[src/rtl/cpu_clk_pkg.sv]
// Shared definitions for the phi0-phase clock control blocks.
package cpu_clk_pkg;

  localparam int unsigned SYNC_STAGES_DEF  = 2;
  localparam int unsigned GUARD_CLKS_DEF   = 4;
  localparam int unsigned CNT_W_DEF        = 16;
  localparam int unsigned MAX_HALT_PHI_DEF = 1024;

  typedef enum logic [2:0] {
    ST_IDLE        = 3'd0,
    ST_ARM         = 3'd1,
    ST_STOPPING    = 3'd2,
    ST_GUARD       = 3'd3,
    ST_HALTED      = 3'd4,
    ST_RELEASE_ARM = 3'd5,
    ST_RESUMING    = 3'd6
  } halt_state_e;

  // Bits needed to hold the value n (at least one bit).
  function automatic int unsigned cnt_width(input int unsigned n);
    return (n < 2) ? 1 : $clog2(n + 1);
  endfunction

endpackage

[src/rtl/phi_edge_sync.sv]
// Synchronises the free-running phi0 into clk and emits registered
// one-clk rise/fall strobes, lagging the true edge by STAGES+1 clks.
module phi_edge_sync
  import cpu_clk_pkg::*;
#(
  parameter int unsigned STAGES = SYNC_STAGES_DEF
) (
  input  logic clk,
  input  logic rst,
  input  logic phi_in,
  output logic phi_rise,
  output logic phi_fall
);

  logic [STAGES-1:0] sync_q;
  logic              sync_d;

  // Synchroniser chain plus delay flop and registered edge strobes.
  always_ff @(posedge clk) begin
    if (rst) begin
      sync_q   <= '0;
      sync_d   <= 1'b0;
      phi_rise <= 1'b0;
      phi_fall <= 1'b0;
    end else begin
      sync_q   <= {sync_q[STAGES-2:0], phi_in};
      sync_d   <= sync_q[STAGES-1];
      phi_rise <= sync_q[STAGES-1] & ~sync_d;
      phi_fall <= ~sync_q[STAGES-1] & sync_d;
    end
  end

endmodule

[src/rtl/cpu_halt_ctrl.sv]
// Requester side of the 6502 phi0 HALT interface: stops the CPU clock
// on behalf of a DMA master and hands back a grant/release handshake.
// Optional watchdog on the halt length: define CPU_HALT_WATCHDOG_EN.
module cpu_halt_ctrl
  import cpu_clk_pkg::*;
#(
  parameter int unsigned SYNC_STAGES  = SYNC_STAGES_DEF,
  parameter int unsigned GUARD_CLKS   = GUARD_CLKS_DEF,
  parameter int unsigned CNT_W        = CNT_W_DEF
`ifdef CPU_HALT_WATCHDOG_EN
  ,
  parameter int unsigned MAX_HALT_PHI = MAX_HALT_PHI_DEF
`endif
) (
  input  logic             clk,
  input  logic             rst,
  input  logic             phi0_in,
  input  logic             dma_req,
  input  logic             dma_done,
  output logic             HALT,
  output logic             dma_grant,
  output logic             busy,
  output logic             phi_rise,
  output logic             phi_fall,
  output logic [CNT_W-1:0] halted_cycles,
  output logic             timeout_err
);

  localparam int unsigned GUARD_W = cnt_width(GUARD_CLKS);

  halt_state_e          state;
  logic [GUARD_W-1:0]   guard_cnt;
  logic                 abort_q;

  phi_edge_sync #(
    .STAGES (SYNC_STAGES)
  ) u_phi_sync (
    .clk      (clk),
    .rst      (rst),
    .phi_in   (phi0_in),
    .phi_rise (phi_rise),
    .phi_fall (phi_fall)
  );

`ifdef CPU_HALT_WATCHDOG_EN
  localparam int unsigned WD_W  = cnt_width(MAX_HALT_PHI);
  localparam int unsigned WD_XW = WD_W + 1;

  logic [WD_W-1:0] wd_cnt;
  logic            wd_expire_c;

  // Limit reached once the falls seen so far plus this one hit the maximum.
  assign wd_expire_c = (WD_XW'(wd_cnt) + WD_XW'(phi_fall)) >= WD_XW'(MAX_HALT_PHI);
`else
  assign timeout_err = 1'b0;
`endif

  // Halt sequencer: arm on rise, latch on fall, guard, grant, release.
  always_ff @(posedge clk) begin
    if (rst) begin
      state         <= ST_IDLE;
      HALT          <= 1'b0;
      dma_grant     <= 1'b0;
      busy          <= 1'b0;
      halted_cycles <= '0;
      guard_cnt     <= '0;
      abort_q       <= 1'b0;
`ifdef CPU_HALT_WATCHDOG_EN
      wd_cnt        <= '0;
      timeout_err   <= 1'b0;
`endif
    end else begin
      case (state)
        ST_IDLE: begin
          if (dma_req) begin
            state   <= ST_ARM;
            busy    <= 1'b1;
            abort_q <= 1'b0;
          end
        end

        // A dropped request wins over a simultaneous rise: HALT never asserts.
        ST_ARM: begin
          if (!dma_req) begin
            state <= ST_IDLE;
            busy  <= 1'b0;
          end else if (phi_rise) begin
            HALT  <= 1'b1;
            state <= ST_STOPPING;
          end
        end

        ST_STOPPING: begin
          if (!dma_req) abort_q <= 1'b1;
          if (phi_fall) begin
            halted_cycles <= '0;
            guard_cnt     <= GUARD_W'(GUARD_CLKS);
            state         <= ST_GUARD;
`ifdef CPU_HALT_WATCHDOG_EN
            wd_cnt        <= '0;
`endif
          end
        end

        // Let the stopped clock settle; skip the grant if the master left.
        ST_GUARD: begin
          if (guard_cnt <= GUARD_W'(1)) begin
            if (abort_q || !dma_req) begin
              state <= ST_RELEASE_ARM;
            end else begin
              dma_grant <= 1'b1;
              state     <= ST_HALTED;
            end
          end else begin
            guard_cnt <= guard_cnt - GUARD_W'(1);
            if (!dma_req) abort_q <= 1'b1;
          end
`ifdef CPU_HALT_WATCHDOG_EN
          if (phi_fall && (wd_cnt != {WD_W{1'b1}})) wd_cnt <= wd_cnt + WD_W'(1);
`endif
        end

        ST_HALTED: begin
          if (phi_fall && (halted_cycles != {CNT_W{1'b1}})) begin
            halted_cycles <= halted_cycles + CNT_W'(1);
          end
`ifdef CPU_HALT_WATCHDOG_EN
          if (wd_expire_c) begin
            dma_grant   <= 1'b0;
            timeout_err <= 1'b1;
            state       <= ST_RELEASE_ARM;
          end else begin
            if (phi_fall) wd_cnt <= wd_cnt + WD_W'(1);
            if (dma_done) begin
              dma_grant <= 1'b0;
              state     <= ST_RELEASE_ARM;
            end
          end
`else
          if (dma_done) begin
            dma_grant <= 1'b0;
            state     <= ST_RELEASE_ARM;
          end
`endif
        end

        // Drop HALT half a phi period ahead of the generator's latch point.
        ST_RELEASE_ARM: begin
          if (phi_rise) begin
            HALT  <= 1'b0;
            state <= ST_RESUMING;
          end
        end

        ST_RESUMING: begin
          if (phi_fall) begin
            state <= ST_IDLE;
            busy  <= 1'b0;
          end
        end

        default: begin
          state <= ST_IDLE;
          HALT  <= 1'b0;
          busy  <= 1'b0;
        end
      endcase
    end
  end

endmodule
[config.mk]
export PLATFORM = sky130hd
export DESIGN_NAME = cpu_halt_ctrl
export DESIGN_NICKNAME = d
export VERILOG_FILES = /design/src/rtl/cpu_clk_pkg.sv /design/src/rtl/phi_edge_sync.sv /design/src/rtl/cpu_halt_ctrl.sv
export SDC_FILE = /design/constraint.sdc
export NUM_CORES = 1
export LEC_CHECK = 0
export CORE_MARGIN = 2
export CORE_UTILIZATION = 35
export CTS_CLUSTER_SIZE = 10
export DETAILED_ROUTE_END_ITERATION = 7
export HOLD_SLACK_MARGIN = 0.08
export MAX_ROUTING_LAYER = met4
export PLACE_DENSITY = 0.59
export SLEW_MARGIN = 10
export SYNTH_ARGS = -nofsm -noshare
export SYNTH_HDL_FRONTEND = slang
export SYNTH_HIERARCHICAL = 1
export SYNTH_SLANG_ARGS = --single-unit
[constraint.sdc]
create_clock -name clk -period 3.3 [get_ports clk]
set_input_delay 0.495 -clock clk [delete_from_list [all_inputs] [get_ports clk]]
set_output_delay 0.495 -clock clk [all_outputs]
set_load 0.02 [all_outputs]
==> results_slide.txt, run 1 <==
Flow Results at a Glance

Job
  – Log Warnings: 27
  – Max-cap violations: 0

Power
  – P_leak: about 0.66 nW
  – Power Dens Cells: roughly 360 nW/um^2
  – Tot Pwr: 719 uW
  – Peak VDD IR: 0.000246 V

Synthesis
  – Ys async rst share: 0
  – Yosys reg bits: 31
  – Post-synth EDFFs: 0
  – Mapped Area: 1640 sq um
  – Commonest flop: dfxtp_1
  – Syn Inst Count: 196
  – Synth unique cells: around 54
  – Top cell area share: 0.378
  – Top cells by area: dfxtp_1, a21oi_1, nor2_1, nand2_1, xnor2_1
  – Syn Area/Cell: 8.37 sq um
  – Nets at Floorplan: 204
  – # Cells Yosys: 196
  – Post-synth top area cell: dfxtp_1
  – Ys Warns: 6
  – Register area share after synthesis: 0.378
  – Yosys stat chip area: 1640 sq um

Worst setup path
  – Crit path DRT: roughly 3500 ps
  – Startpoint types: flop
  – Crit path buf inv count: 0
  – CP peak stage delay: ~640 ps
  – Crit path cell chain: or3b_1 > nor4_4 > a211oi_1 > or4b_1 > a21oi_2
  – CP arrival: 2480 ps
  – Critical path's slowest cell: dfxtp_1
  – Crit-path max FO: 17
  – Crit Path Category: flop to flop
  – Worst setup EP type: flop
  – Crit path max-delay family: simple AND/OR/NAND/NOR gates

GRT
  – Global Route Usage Sum: 0.147
  – Grt total ovfl: 0
  – Largest net degree at the start of global routing: 21
  – Vias in the first global route: roughly 1300
  – First-pass GRT wire length: 5.95 mm
  – Initial antenna violation count: 0

Clocking
  – Setup Buffers After CTS: 0
  – TritonCTS clock tree: done
  – Root buf cell: clkbuf_8
  – Latency at later pin: approximately 280 ps
  – H-tree depth: 2
  – Hold-fix buffers, CTS: 0
  – Cts bufs inserted: 5
  – CTS clock-pin slew for the worst setup and hold paths: 60 ps
  – Clk buf depth: 2
  – Post-CTS sizing: 0
  – Clock Sinks: 31

Floorplan
  – Floorplan core density: 0.369
  – Chip width: 72.5 um
  – Die ar.: 5250 sq um
  – Die height: 72.5 um
  – Top Ports: 27
  – Core ar.: 4440 sq um
  – Row cnt: 24

Timing
  – # setup viols final: 0
  – Fin. Hold Viols: 0
  – Unrepaired setup endpoints after global routing: no
  – Worst Tran Pin Value: 533 ps
  – TNS Setup: 0 ps
  – Tcrit/Tclk final: 0.687
  – Relative slew slack: 0.643
  – Worst clock skew: 5.57 ps
  – Fin. max-slew vios: 0
  – Max Freq: between 400 and 500 MHz
  – Final Critical Period: 2270 ps

Place
  – Port bufs: 25
  – Area after DPL: 1910 sq um
  – Hpwl dp: between 2 and 2.5 mm
  – Gp weighted congestion: 0.874

Finish
  – Nets@finish: ~230
  – MI comb area: 923 sq um
  – Proportion of layout cells with a drive suffix above 1: 0.0959
  – Final Instance Area: 1980 sq um
  – ANT cells: 0
  – Most frequent logic cell in the layout: dfxtp_1
  – P&R area growth vs syn: 21.0%
  – Top cells excl fill/tap: dfxtp_1, clkdlybuf4s50_1, nor2_1, nand2_1, a21oi_1
  – Fillers: approximately 460
  – Register area: 621 sq um

Drt
  – Avg Vias per Cell: between 5 and 6
  – Initial drt markers: roughly 54
  – DR top layer: met4
  – M1 wire length: 1.90 mm
  – Met3 wire length: approximately 130 um
  – Met2 WL: 1.46 mm
  – Drt wl/cell: 13.0 um
  – Drt drc: 0
  – Pre-antenna DRT Iters: 4
  – Antenna Violating Nets Remaining: 0
  – Via count of the routed design: 1484
  – Final wirelength: 3.53 mm

Status
  – Outcome: completed

Min path
  – Hold Path Class: flop to flop
## run 1: registers in the layout, indices dropped and copies added (netlist names)
name,flops
guard_cnt,3
u_phi_sync/sync_q,2
u_phi_sync/sync_d,1
halted_cycles,16
HALT,1
u_phi_sync/phi_rise,1
dma_grant,1
u_phi_sync/phi_fall,1
state,3
busy,1
abort_q,1
## run 1: cells in the mapped netlist (2+ instances only)
cell       n
clkbuf_1   4
ha_1       3
o31ai_1    2
buf_2      2
dfxtp_1   31
nand3_1    5
nor3b_1    4
and3_1     3
or3_1      3
and2_1     2
nor4_1     6
nand2_1   16
nand2b_1   3
o21ai_0    9
xnor2_1    6
nor3_1     6
nand4_1    5
nor2_1    18
buf_6      2
nor2b_1    5
buf_4      2
inv_1      8
a21oi_2    4
a31oi_1    2
o21ai_1    2
a21oi_1   15
## run 1: final timing paths
path                startpoint                   to  slack [ps]  cells past startpoint
max                   state[1]    halted_cycles[11]        1030                      5
min          u_phi_sync/sync_d  u_phi_sync/phi_rise         410                      1
max reg2reg           state[1]    halted_cycles[11]        1030                      5
min reg2reg  u_phi_sync/sync_d  u_phi_sync/phi_rise         410                      1
## run 1: cell families after synthesis
logic type / synth area share
DFF: 0.378
and+or+nand+nor: 0.296
adders and majority gates: 0.0229
AOI/OAI and AO/OA: 0.194
other: 0.00229
xor gates and xnor gates: 0.0420
muxes: 0.00610
buffers and inverters: 0.0587
## run 1: layer usage
| metal | GRT usage | up-vias |
|---|---|---|
| li1 | - | 750 |
| met1 | 0.205 | 702 |
| met2 | 0.207 | 28 |
| met3 | 0.0417 | 4 |
| met4 | 0.0432 | 0 |
| met5 | - | - |
## run 1: worst register-to-register path, stage by stage (launching register included)
cell and delay (ps):
dfxtp_1 640, or3b_1 350, nor4_4 110, a211oi_1 470, or4b_1 500, a21oi_2 140
## run 1: where the power goes
group | total (mW) | internal, mW | switching [mW]
sequential | 0.387 | 0.382 | 0.00519
combinational | 0.0594 | 0.0251 | 0.0342
clock | 0.273 | 0.140 | 0.133
total | 0.719 | 0.547 | 0.172
## run 1: through the flow
| step | setup WS, ps | instances | utilization | hold WS (ps) |
|---|---|---|---|---|
| after global placement | 1130 | 265 | 0.430 | 401 |
| final | 1030 | 271 | 0.447 | 411 |
| after detailed placement | 1040 | 265 | 0.430 | 406 |
| after CTS | 1030 | 271 | 0.447 | 414 |
| after global routing | 880 | 271 | 0.447 | 435 |
| after floorplan | 1390 | 196 | - | 387 |
## run 1: cell type report
class,count,share of cell area
Multi-Input combinational cell,146,0.465
Sequential cell,31,0.313
Timing Repair Buffer,28,0.137
Clock buffer,6,0.0366
Tap cell,52,0.0328
Inverter,8,0.0151
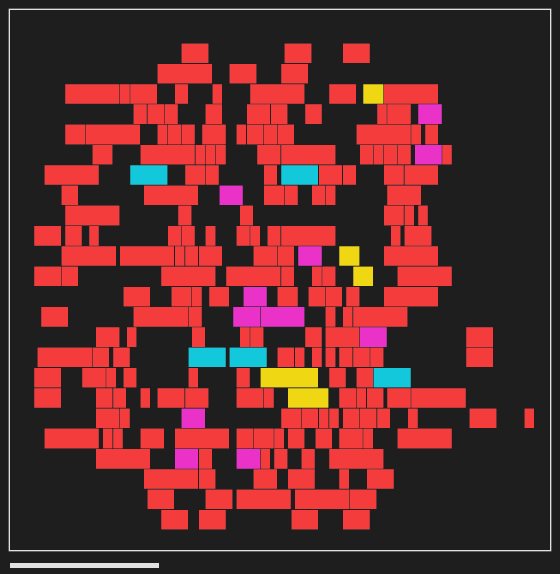
*Cells by drive strength, run 1*
Scale bar: 20 um.
color	size	cells	most used
red	drive 1 or less	198	dfxtp_1
magenta	drive 2	11	a21oi_2
cyan	drive 6 and up	5	clkbuf_8
yellow	drive 3 to 4	5	buf_4

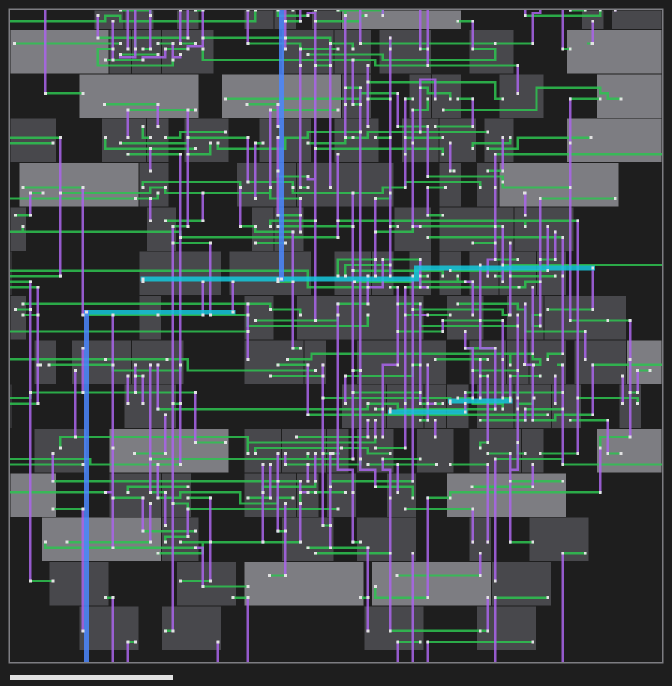
*A small window of the routed layout, run 1*
Scale bar: 10 um. Window x 16 to 56, y 2 to 42 um. Cells in gray, sequential cells in the stronger gray; small squares are vias.
color	layer
purple	met2
blue	met4
green	met1
cyan	met3
sequential cells in the window	14
cells with their middle in the window	107
most frequent	dfxtp_1 (14), nand2_1 (10), clkdlybuf4s50_1 (10)
netlist names of flops here include	halted_cycles (12)

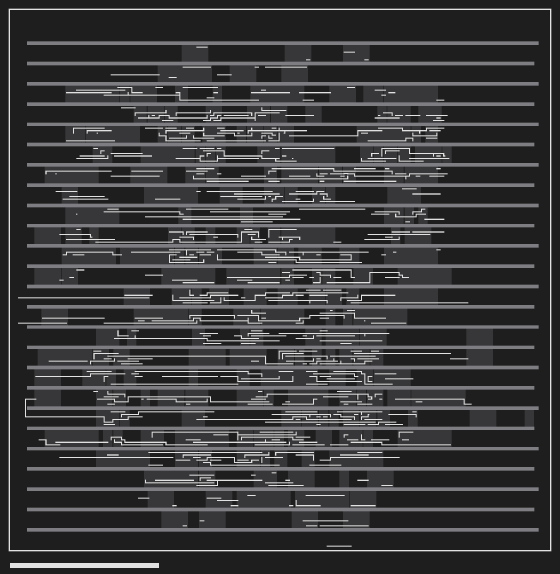
*Metal 1, run 1*
Scale bar: 20 um. Supply wires on this layer in gray. Cells faint in the background.
longest straight run	21.2 um
share of all routed wire	54%
nets with wire on the layer	207
main direction	horizontal
wire length on this layer	1900 um

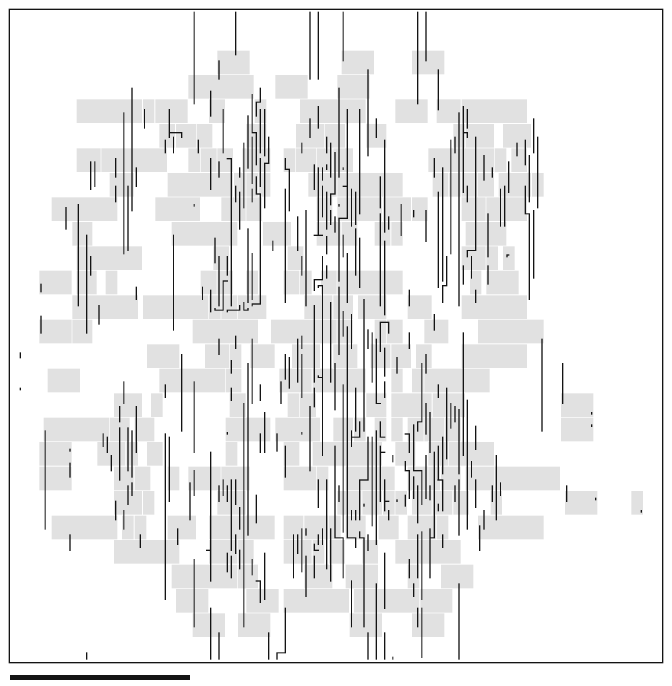
*M2 wires, run 1*
Scale bar: 20 um. Cells faint in the background.
wire length on this layer	1460 um
nets with wire on the layer	182
share of all routed wire	41%
main direction	vertical

### Congestion heat map, run 1

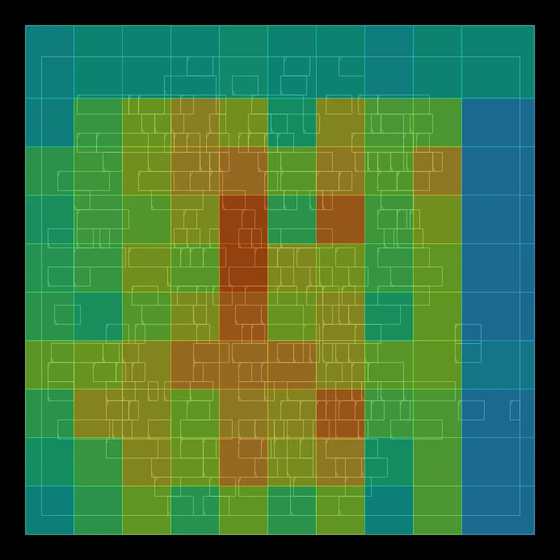

==> run 2: changes to the inputs <==
clock period = 2.4 ns   (was 3.3 ns; I/O delays follow)
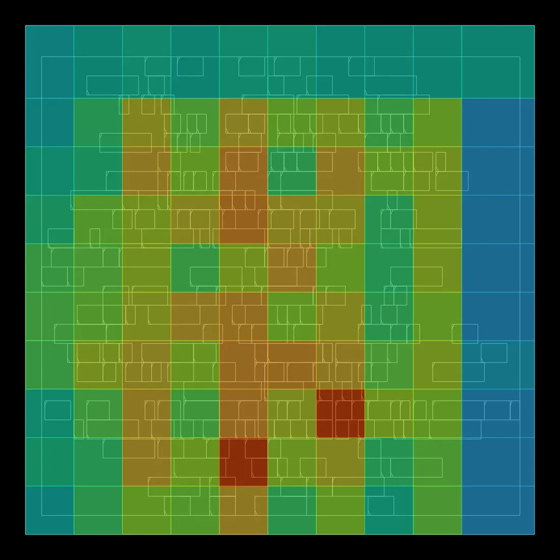
*Congestion heat map, run 2*
drt wl/cell: 13.1 um
M2 GR Usage: 0.199
met3 usage: 0.0292
Core Util, Final: 0.463
global routing's busiest layer: met1

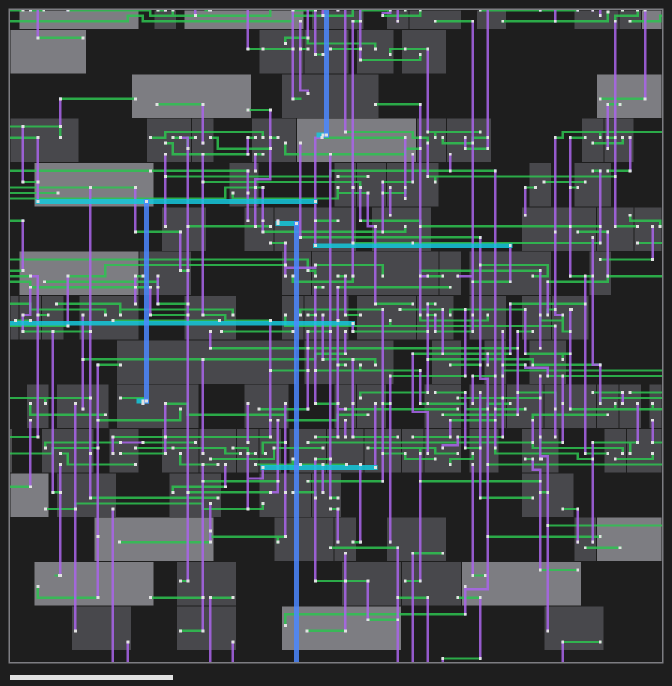
*A small window of the routed layout, run 2*
Scale bar: 10 um. Window x 16 to 56, y 2 to 42 um. Cells in gray, sequential cells in the stronger gray; small squares are vias.
color	layer
purple	met2
cyan	met3
green	met1
blue	met4
netlist names of flops here include	halted_cycles (10), u_phi_sync/sync_q (1)
most frequent	nand2_1 (11), dfxtp_1 (11), clkdlybuf4s50_1 (9)
sequential cells in the window	11
cells with their middle in the window	101

==> results_slide.txt, run 2 <==
Flow Results at a Glance

Power
  – Power Dens Cells: 563 nW/um^2 (was 362 nW/um^2)
  – Switching Fraction: 0.226 (was 0.239)
  – Clk pwr share: 0.469 (was 0.379)
  – Peak VDD IR: 0.000253 V (was 0.000246 V)
  – P_int: 896 uW (was 547 uW)
  – Seq pwr share: 0.459 (was 0.538)
  – Tot Pwr: 1.16 mW (was 719 uW)
  – P_sw: 262 uW (was 172 uW)
  – Logic gate share of total power: 0.071 (was 0.083)
  – P_leak: 0.704 nW (was 0.661 nW)

Drt
  – Pre-antenna DRT Iters: 4 (unchanged)
  – Final wirelength: 3.63 mm (was 3.53 mm)
  – Via count of the routed design: 1457 (was 1484)
  – Initial drt markers: 84 (was 54)
  – Drt drc: 0 (unchanged)
  – Avg Vias per Cell: 5.26 (was 5.48)
  – Antenna Violating Nets Remaining: 0 (unchanged)

Floorplan
  – Row cnt: 24 (unchanged)
  – Die height: 72.5 um (unchanged)
  – Floorplan core density: 0.369 (unchanged)
  – Chip width: 72.5 um (unchanged)
  – Top Ports: 27 (unchanged)
  – Die ar.: 5250 sq um (unchanged)
  – Core ar.: 4440 sq um (unchanged)

Finish
  – Top cells excl fill/tap: dfxtp_1, clkdlybuf4s50_1, nor2_1, nand2_1, a21oi_1 (unchanged)
  – Top flop regs: halted_cycles (16), guard_cnt (3), state (3) (unchanged)
  – Most frequent logic cell in the layout: dfxtp_1 (unchanged)
  – MI comb area: 923 sq um (unchanged)
  – ANT cells: 0 (unchanged)
  – Max reg flops: 16 (unchanged)
  – Nets@finish: 232 (was 228)
  – Fin cells: 277 (was 271)
  – Register area: 621 sq um (unchanged)
  – Proportion of layout cells with a drive suffix above 1: 0.124 (was 0.0959)
  – Most flops, register: halted_cycles (unchanged)
  – Fillers: 436 (was 458)
  – P&R area growth vs syn: 25.6% (was 21.0%)

Clocking
  – Clock Sinks: 31 (unchanged)
  – CTS clock-pin slew for the worst setup and hold paths: 70 ps (was 60 ps)
  – Post-CTS sizing: 0 (unchanged)
  – Latency at later pin: 290 ps (was 280 ps)
  – Clk buf depth: 2 (unchanged)
  – Hold-fix buffers, CTS: 0 (unchanged)
  – Root buf cell: clkbuf_8 (unchanged)
  – TritonCTS clock tree: done (unchanged)
  – Setup Buffers After CTS: 0 (unchanged)
  – Cts bufs inserted: 5 (unchanged)
  – H-tree depth: 2 (unchanged)

Job
  – Log Warnings: 27 (unchanged)
  – Max-cap violations: 0 (unchanged)

Place
  – Placed cell count: 269 (was 265)
  – Port bufs: 25 (unchanged)
  – Hpwl dp: 2.61 mm (was 2.49 mm)
  – Gp weighted congestion: 0.826 (was 0.874)

Worst setup path
  – Crit-path max FO: 6 (was 17)
  – Startpoint types: flop (unchanged)
  – CP peak stage delay: 500 ps (was 640 ps)
  – Crit path DRT: 2620 ps (was 3510 ps)
  – Crit Path Category: flop to flop (unchanged)
  – CP arrival: 2250 ps (was 2480 ps)
  – Crit path cell chain: ha_1 > nand4_1 > nor4_4 > a211oi_1 > or4b_1 > a21oi_2 (was or3b_1 > nor4_4 > a211oi_1 > or4b_1 > a21oi_2)
  – Worst setup EP type: flop (unchanged)
  – Critical path's slowest cell: or4b_1 (was dfxtp_1)

Timing
  – Worst clock skew: 6.85 ps (was 5.57 ps)
  – TNS Setup: 0 ps (unchanged)
  – Tcrit/Tclk final: 0.844 (was 0.687)
  – Fin. max-slew vios: 0 (unchanged)
  – Final Critical Period: 2030 ps (was 2270 ps)
  – Unrepaired setup endpoints after global routing: no (unchanged)
  – Max Freq: 493 MHz (was 441 MHz)
  – # setup viols final: 0 (unchanged)
  – Fin. Hold Viols: 0 (unchanged)

GRT
  – First-pass GRT wire length: 5.96 mm (was 5.95 mm)
  – Initial antenna violation count: 0 (unchanged)
  – Largest net degree at the start of global routing: 20 (was 21)
  – Grt total ovfl: 0 (unchanged)
  – Global Route Usage Sum: 0.149 (was 0.147)
  – Vias in the first global route: 1278 (was 1304)

Synthesis
  – Yosys reg bits: 31 (unchanged)
  – Register area share after synthesis: 0.378 (unchanged)
  – Top cell area share: 0.378 (unchanged)
  – Nets at Floorplan: 204 (unchanged)
  – Syn Area/Cell: 8.37 sq um (unchanged)
  – Synth unique cells: 54 (unchanged)
  – Mapped Area: 1640 sq um (unchanged)
  – Top cells by area: dfxtp_1, a21oi_1, nor2_1, nand2_1, xnor2_1 (unchanged)
  – # Cells Yosys: 196 (unchanged)
  – Yosys stat chip area: 1640 sq um (unchanged)
  – Top-count cell post-synth: dfxtp_1 (unchanged)
  – Post-synth EDFFs: 0 (unchanged)
  – Synth top cells by count: dfxtp_1, nor2_1, nand2_1 (unchanged)
  – Ys Warns: 6 (unchanged)
  – Syn Inst Count: 196 (unchanged)
  – Post-synth top area cell: dfxtp_1 (unchanged)
  – Ys async rst share: 0 (unchanged)
  – Commonest flop: dfxtp_1 (unchanged)

Min path
  – Hold Path Class: flop to flop (unchanged)

Status
  – Outcome: completed (unchanged)
[run 2: cell types whose count changed in the layout (fill, tap and decap cells not counted), sizes merged]
cell / before / now
clkinv: 0 / 1
buf: 3 / 7
bufinv: 0 / 1
[run 2: routing by layer]
metal / track usage / vias up / wire length [um]
met2: 0.199 / 25 / 1530
met5: - / - / 0
met1: 0.218 / 660 / 1930
li1: - / 766 / -
met4: 0.0617 / 0 / 54
met3: 0.0292 / 6 / 121
[run 2: kinds of logic (layout without fill, tap and decap cells)]
group | count (synthesis) | count (layout) | share of synthesized area
AOI/OAI and AO/OA | 48 | 48 | 0.194
and+or+nand+nor | 86 | 86 | 0.296
xor gates and xnor gates | 7 | 7 | 0.0420
DFF | 31 | 31 | 0.378
muxes | 1 | 1 | 0.00610
other | 1 | 1 | 0.00229
buffers and inverters | 19 | 48 | 0.0587
adders and majority gates | 3 | 3 | 0.0229
[run 2: critical path, delay by kind of cell, from the launching register on]
family / cells / cell delay, ps
AOI/OAI and AO/OA: 2 / 600
DFF: 1 / 350
adders and majority gates: 1 / 280
and+or+nand+nor: 3 / 740
[run 2: path summary, 6_finish.rpt]
check	endpoint	cells after the start	from	slack (ps)
max	halted_cycles[11]	6	halted_cycles[0]	370
max reg2reg	halted_cycles[11]	6	halted_cycles[0]	370
min	u_phi_sync/phi_rise	1	u_phi_sync/sync_d	410
min reg2reg	u_phi_sync/phi_rise	1	u_phi_sync/sync_d	410
[run 2: layout make-up]
type / instances / share of cell area
Clock buffer: 6 / 0.0401
Clock inverter: 2 / 0.0170
Inverter: 8 / 0.0146
Multi-Input combinational cell: 146 / 0.448
Sequential cell: 31 / 0.301
Tap cell: 52 / 0.0316
Timing Repair Buffer: 32 / 0.147
[run 2: power by group through the flow]
stage / clock network (mW) / logic (mW) / registers (mW)
after floorplan: 0 / 0.0492 / 0.547
after global placement: 0 / 0.0834 / 0.544
after detailed placement: 0 / 0.0828 / 0.544
after CTS: 0.551 / 0.0831 / 0.532
after global routing: 0.575 / 0.0922 / 0.533
final: 0.544 / 0.0828 / 0.532
[run 2: stage by stage]
step,utilization,cell area [sq um],hold slack [ps],setup WS (ps)
detailed placement,0.437,1940,402,377
floorplan,-,1640,387,489
CTS,0.463,2060,414,336
finish,0.463,2060,415,373
global route,0.463,2060,440,198
global placement,0.437,1940,400,461
### Cells by drive strength, run 2

Scale bar: 20 um.
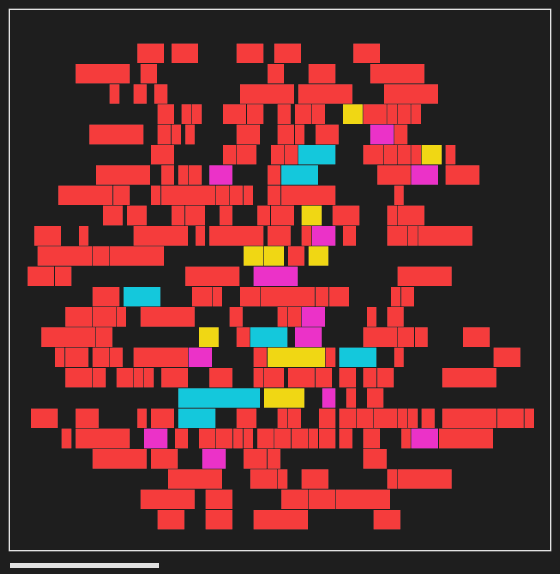

==> run 3: changes to the inputs <==
clock period = 2.1 ns   (was 2.4 ns; I/O delays follow)
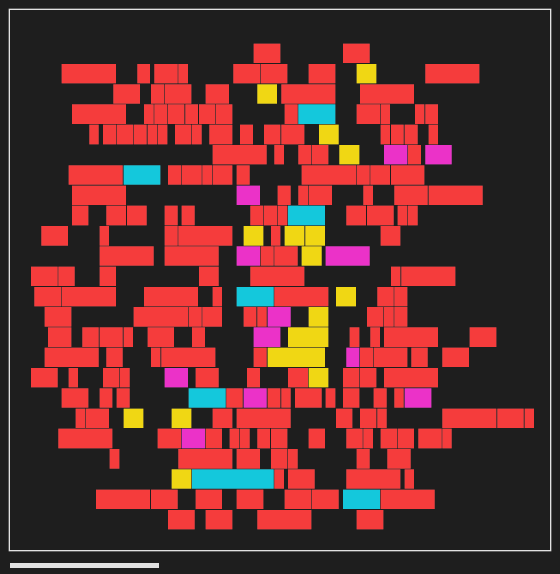
*Cells by drive strength, run 3*
Scale bar: 20 um.
color	size	cells	most used
yellow	drive 3 to 4	16	buf_4
red	drive 1 or less	197	dfxtp_1
cyan	drive 6 and up	7	clkbuf_8
magenta	drive 2	12	a21oi_2

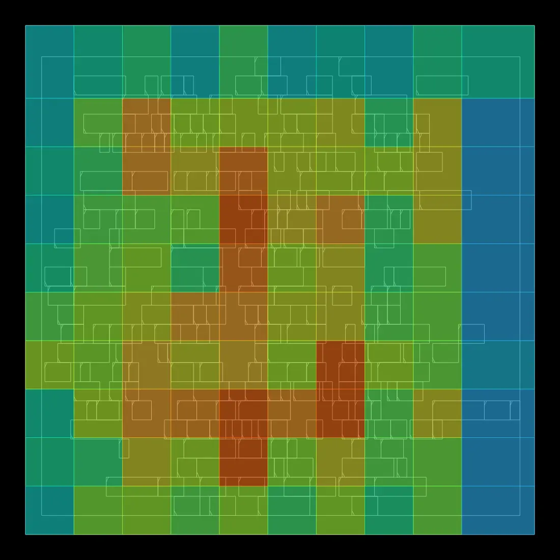
*Congestion heat map, run 3*
Global Route Usage Sum: 0.166
M2 GR Usage: 0.233

==> results_slide.txt, run 3 <==
Flow Results at a Glance

Status
  – Outcome: completed (unchanged)

Floorplan
  – Core ar.: 4440 sq um (unchanged)
  – Floorplan core density: 0.369 (unchanged)
  – Top Ports: 27 (unchanged)
  – Chip width: 72.5 um (unchanged)
  – Row cnt: 24 (unchanged)
  – Die ar.: 5250 sq um (unchanged)
  – Die height: 72.5 um (unchanged)

Synthesis
  – Top cell area share: 0.378 (unchanged)
  – Synth top cells by count: dfxtp_1, nor2_1, nand2_1 (unchanged)
  – Post-synth EDFFs: 0 (unchanged)
  – Top cells by area: dfxtp_1, a21oi_1, nor2_1, nand2_1, xnor2_1 (unchanged)
  – Ys async rst share: 0 (unchanged)
  – Top-count cell post-synth: dfxtp_1 (unchanged)
  – Yosys stat chip area: 1640 sq um (unchanged)
  – Register area share after synthesis: 0.378 (unchanged)
  – Syn Area/Cell: 8.37 sq um (unchanged)
  – Syn Inst Count: 196 (unchanged)
  – Commonest flop: dfxtp_1 (unchanged)
  – Nets at Floorplan: 204 (unchanged)
  – Synth unique cells: 54 (unchanged)
  – Post-synth top area cell: dfxtp_1 (unchanged)
  – Yosys reg bits: 31 (unchanged)
  – Mapped Area: 1640 sq um (unchanged)
  – # Cells Yosys: 196 (unchanged)

Clocking
  – H-tree depth: 2 (unchanged)
  – Cts bufs inserted: 5 (unchanged)
  – TritonCTS clock tree: done (unchanged)
  – Hold-fix buffers, CTS: 0 (unchanged)
  – Clock Sinks: 31 (unchanged)
  – Root buf cell: clkbuf_8 (unchanged)
  – CTS clock-pin slew for the worst setup and hold paths: 70 ps (about the same)
  – Clk buf depth: 2 (unchanged)
  – Post-CTS sizing: 0 (unchanged)
  – Latency at later pin: 290 ps (about the same)
  – Setup Buffers After CTS: 0 (unchanged)

Worst setup path
  – Startpoint types: flop (unchanged)
  – Worst setup EP type: flop (unchanged)
  – Crit Path Category: flop to flop (unchanged)
  – Crit-path max FO: 6 (unchanged)
  – Crit path DRT: 2330 ps (was 2620 ps)

Timing
  – Max Freq: 522 MHz (was 493 MHz)
  – Setup ws final: 184 ps (was 373 ps)
  – TNS Setup: 0 ps (unchanged)
  – Fin. max-slew vios: 0 (unchanged)
  – Final Critical Period: 1920 ps (was 2030 ps)
  – Worst clock skew: 6.18 ps (was 6.85 ps)
  – Tcrit/Tclk final: 0.912 (was 0.844)
  – Fin. Hold Viols: 0 (unchanged)
  – # setup viols final: 0 (unchanged)

Finish
  – Proportion of layout cells with a drive suffix above 1: 0.151 (was 0.124)
  – Top flop regs: halted_cycles (16), guard_cnt (3), state (3) (unchanged)
  – Final Instance Area: 2110 sq um (was 2060 sq um)
  – Nets@finish: 239 (was 232)
  – Most flops, register: halted_cycles (unchanged)
  – Most frequent logic cell in the layout: dfxtp_1 (unchanged)
  – P&R area growth vs syn: 28.8% (was 25.6%)
  – Top cells excl fill/tap: dfxtp_1, clkdlybuf4s50_1, nor2_1, nand2_1, a21oi_1 (unchanged)

Power
  – Power Dens Cells: 629 nW/um^2 (was 563 nW/um^2)
  – P_leak: 0.741 nW (was 0.704 nW)
  – Tot Pwr: 1.33 mW (was 1.16 mW)
  – Peak VDD IR: 0.000383 V (was 0.000253 V)

Min path
  – Hold Path Class: flop to flop (unchanged)

Drt
  – Antenna Violating Nets Remaining: 0 (unchanged)
  – Drt drc: 0 (unchanged)
  – Final wirelength: 3.78 mm (was 3.63 mm)
  – Via count of the routed design: 1521 (was 1457)
  – Avg Vias per Cell: 5.36 (was 5.26)
  – Pre-antenna DRT Iters: 4 (unchanged)
  – Drt wl/cell: 13.3 um (was 13.1 um)
  – Initial drt markers: 116 (was 84)

Job
  – Log Warnings: 27 (unchanged)
  – Max-cap violations: 0 (unchanged)

Place
  – Port bufs: 25 (unchanged)
  – Area after DPL: 1990 sq um (was 1940 sq um)
  – Placement Setup Slack: 210 ps (was 377 ps)
  – Hpwl dp: 2.72 mm (was 2.61 mm)
  – Gp weighted congestion: 0.866 (was 0.826)

GRT
  – Largest net degree at the start of global routing: 20 (unchanged)
  – Grt total ovfl: 0 (unchanged)
  – Vias in the first global route: 1418 (was 1278)
  – First-pass GRT wire length: 6.74 mm (was 5.96 mm)
-- run 3: cell counts after synthesis --
Identical to the previous run, type by type.
-- run 3: through the flow --
stage / hold WS (ps) / util / instances
2_1_floorplan: 387 / - / 196
5_1_grt: 424 / 0.475 / 284
3_3_place_gp: 403 / 0.449 / 276
3_5_place_dp: 404 / 0.449 / 276
4_1_cts: 416 / 0.475 / 284
6_report: 416 / 0.475 / 284
-- run 3: final timing paths --
check | from | to | slack (ps) | cells after the start
hold / removal | u_phi_sync/sync_d | u_phi_sync/phi_rise | 420 | 1
setup reg to reg | halted_cycles[0] | halted_cycles[11] | 180 | 6
setup / recovery | halted_cycles[0] | halted_cycles[11] | 180 | 6
hold reg to reg | u_phi_sync/sync_d | u_phi_sync/phi_rise | 420 | 1
-- run 3: cells by family after synthesis --
group                    share of synthesized area
other                                      0.00229
adder cells (fa/ha/maj)                     0.0229
AND/OR/NAND/NOR                              0.296
buffers and inverters                       0.0587
XOR/XNOR                                    0.0420
multiplexers                               0.00610
flip-flops                                   0.378
AND-OR/OR-AND                                0.194
-- run 3: layout make-up --
| class | count | area, sq um | area share |
|---|---|---|---|
| clock inverters | 2 | 35.0 | 0.0166 |
| multi-input cells | 146 | 923 | 0.437 |
| repair buffers | 39 | 355 | 0.168 |
| well taps | 52 | 65.1 | 0.0308 |
| clock buffers | 6 | 82.6 | 0.0391 |
| flip-flops and latches | 31 | 621 | 0.294 |
| inverters | 8 | 30.0 | 0.0142 |
-- run 3: routing by layer --
| layer | up-vias | track usage | part of all wire |
|---|---|---|---|
| li1 | 774 | - | - |
| met1 | 711 | 0.232 | 0.51 |
| met2 | 29 | 0.233 | 0.44 |
| met3 | 7 | 0.0389 | 0.038 |
| met4 | 0 | 0.0617 | 0.019 |
| met5 | - | - | 0 |
-- run 3: worst max-delay path, cell delays in order (launching register included) --
cell and delay, ps:
dfxtp_1 350, ha_1 270, nand4_1 160, nor4_4 60, a211oi_1 380, or4b_1 500, a21oi_2 140
-- run 3: report_power, final --
group	leakage (nW)	internal (mW)	switching, mW
sequential	0.251	0.600	0.00772
clock	0.0612	0.384	0.239
combinational	0.428	0.0427	0.0550
No activity file was given, so power comes from the tool's default toggle rates.
